### M1 wires

Bar = 100 um.
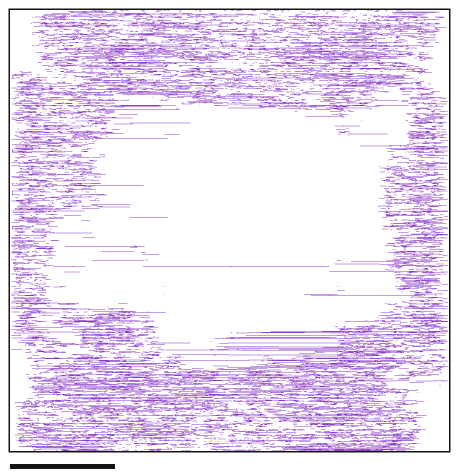
### Met2 routing

Bar = 100 um.
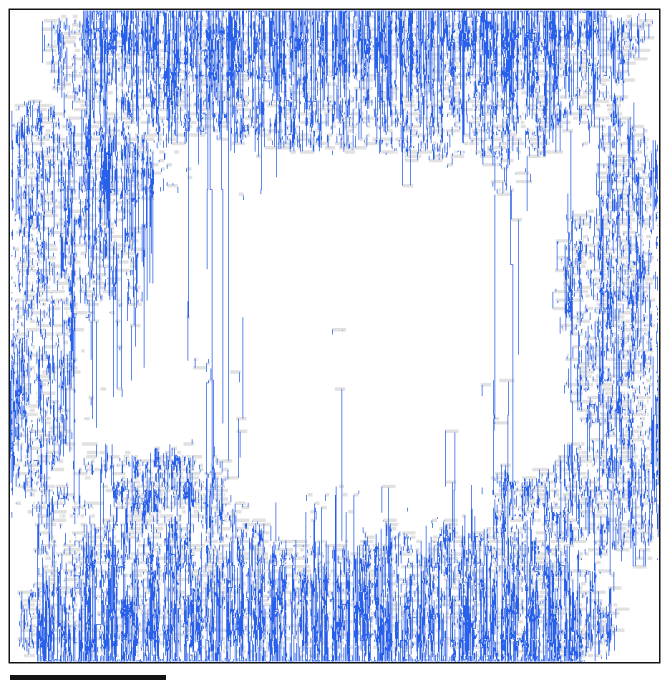
### M3 wires

Bar = 100 um.
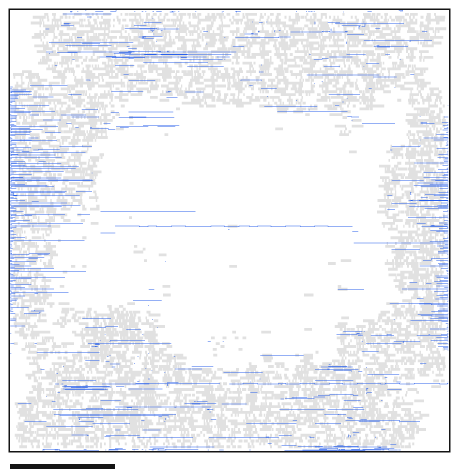
==> config.mk <==
export PLATFORM = sky130hd
export DESIGN_NAME = prm_edge_mask_accum
export DESIGN_NICKNAME = d
export VERILOG_FILES = /design/src/rtl/prm_edge_mask_accum.sv
export SDC_FILE = /design/constraint.sdc
export NUM_CORES = 2
export LEC_CHECK = 0
export ABC_AREA = 0
export CAP_MARGIN = 15
export CORE_AREA = 2 2 415 417
export CTS_CLUSTER_SIZE = 24
export DETAILED_ROUTE_END_ITERATION = 7
export DIE_AREA = 0 0 417 419
export PLACE_DENSITY = 0.54
export SYNTH_ARGS = -nofsm -noshare
export SYNTH_HDL_FRONTEND = slang
export SYNTH_SLANG_ARGS = --single-unit
==> constraint.sdc <==
create_clock -name clk -period 1.6 [get_ports clk]
set_clock_uncertainty 0.15 [all_clocks]
set_input_delay 0.48 -clock clk [delete_from_list [all_inputs] [get_ports clk]]
set_output_delay 0.48 -clock clk [all_outputs]
set_load 0.005 [all_outputs]
==> src/rtl/prm_edge_mask_accum.sv <==
// prm_edge_mask_accum: streams obstacle codes onto the checker bus and ORs edge masks into a frame bitmap.
// Define PRM_EDGE_FREE_CNT_EN to add a registered free-edge count (one extra cycle of result latency).
module prm_edge_mask_accum #(
  parameter int NUM_EDGES = 512,
  parameter int CNT_W = 16
) (
  input  logic clk,
  input  logic rst_n,
  input  logic obs_valid,
  output logic obs_ready,
  input  logic [14:0] obs_code,
  input  logic obs_last,
  output logic [14:0] chk_code,
  input  logic [NUM_EDGES-1:0] chk_mask,
  output logic res_valid,
  input  logic res_ready,
  output logic [NUM_EDGES-1:0] res_mask,
  output logic [CNT_W-1:0] res_count,
`ifdef PRM_EDGE_FREE_CNT_EN
  output logic [$clog2(NUM_EDGES+1)-1:0] free_cnt,
`endif
  output logic busy
);
  typedef enum logic [1:0] {IDLE, ACCUM, DONE} state_t;
  state_t state, state_nx;
  logic s1_vld, s1_last, s2_last, fin, hs, fire;
  logic [NUM_EDGES-1:0] acc, acc_nx;
  assign fire = obs_valid && obs_ready;
  assign hs = state == DONE && res_ready;
  assign acc_nx = acc | chk_mask;
  always_ff @(posedge clk or negedge rst_n)
    if (!rst_n) state <= IDLE;
    else state <= state_nx;
  always_comb
    state_nx = (state == IDLE && fire) ? ACCUM : (state == ACCUM && fin) ? DONE : hs ? IDLE : state;
  always_comb
    busy = state != IDLE;
  // chk_mask follows chk_code combinationally, so it is folded in one cycle after each accept
  always_ff @(posedge clk or negedge rst_n)
    if (!rst_n) begin
      obs_ready <= 1'b0;
      chk_code <= '0;
      s1_vld <= 1'b0;
      s1_last <= 1'b0;
      s2_last <= 1'b0;
      acc <= '0;
      res_valid <= 1'b0;
      res_mask <= '0;
      res_count <= '0;
    end else begin
      obs_ready <= (fire && obs_last) ? 1'b0 : (hs || state == IDLE) ? 1'b1 : obs_ready;
      s1_vld <= fire;
      if (fire) begin
        chk_code <= obs_code;
        s1_last <= obs_last;
      end
      s2_last <= s1_vld && s1_last;
      acc <= hs ? '0 : s1_vld ? acc_nx : acc;
      if (s2_last) res_mask <= acc_nx;
      res_valid <= fin ? 1'b1 : hs ? 1'b0 : res_valid;
      res_count <= hs ? '0 : (fire && !(&res_count)) ? res_count + 1'b1 : res_count;
    end
`ifdef PRM_EDGE_FREE_CNT_EN
  localparam int FW = $clog2(NUM_EDGES + 1);
  logic s3_last;
  logic [FW-1:0] zeros;
  always_comb begin
    zeros = '0;
    for (int i = 0; i < NUM_EDGES; i++) zeros = zeros + FW'(~acc_nx[i]);
  end
  always_ff @(posedge clk or negedge rst_n)
    if (!rst_n) begin
      s3_last <= 1'b0;
      free_cnt <= '0;
    end else begin
      s3_last <= s2_last;
      if (s2_last) free_cnt <= zeros;
    end
  assign fin = s3_last;
`else
  assign fin = s2_last;
`endif
endmodule

==> results_dict.tcl <==
# implementation run metrics
set metrics [dict create \
    reg2reg_setup_slack_ps -240 \
    clockBufferDepth 3 \
    crit_end "busy" \
    period_used_share 1.33 \
    ys_cells 3997 \
    cp-startpoint "state[0]$_DFFE_PN0P_" \
    drive_gt1_frac 0.242 \
    cts_setup_buffers 168 \
    signal_buffers 1647 \
    common_cells "nor2_1, dfrtp_1, a21oi_1" \
    slew_violations 0 \
    routed.top_layer "met5" \
    synth-xor-area-share 0 \
    dieArea_sq_um 175000 \
    fillCellCount 17300 \
    lay_top_cells "nor2_1, dfrtp_1, a21oi_1" \
    power.total_mw 58.6 \
    pre_cts_ws_ps -603 \
    leakagePower_nw 27.3 \
    status "finished with violations" \
    clock_cell_area_share 0.0683 \
    comb_cell_power_mw 2.93 \
    synth-seq-cells 1062 \
    start_kind "register" \
    crit_buf_inv 2 \
    layout.cells.most_common "nor2_1" \
    internal_power_mw 45.5 \
    seqCellArea_sq_um 26600 \
    drt-wirelength-per-cell_um 20.0 \
    io-pin-count 1078 \
    worst_path_largest_cell_delay_ps 390 \
    synthCells 3997 \
    reg_top3 "acc: 512 flops, res_mask: 512 flops, res_count: 16 flops" \
    synthArstFlopShare 1.00 \
    post-dp-hpwl_mm 114 \
    final.setup.worst_slack_ps -528 \
    die_x_um 417 \
    comb.multi_input.count 2695 \
    drc 0 \
    ys_sh_mux 0.000255 \
    setup_viol 1072 \
    place_congestion 0.863 \
    fin_util 0.354 \
    violations "setup timing" \
    critPathSlowestCell "dfrtp_1" \
    synth_cell_types 39 \
]
About 'M1 wires':
nets with wire on the layer: 5623
longest straight run: 139 um
main direction: horizontal
share of all routed wire: 41%
wire length on this layer: 64.9 mm

About 'Met2 routing':
main direction: vertical
longest straight run: 289 um
final WL: 158 mm
vias post-DR: 34.2k
met2 Use GR: 0.270

About 'M3 wires':
wire length on this layer: 10700 um
main direction: horizontal
GR Layer Usage met3: 0.0475

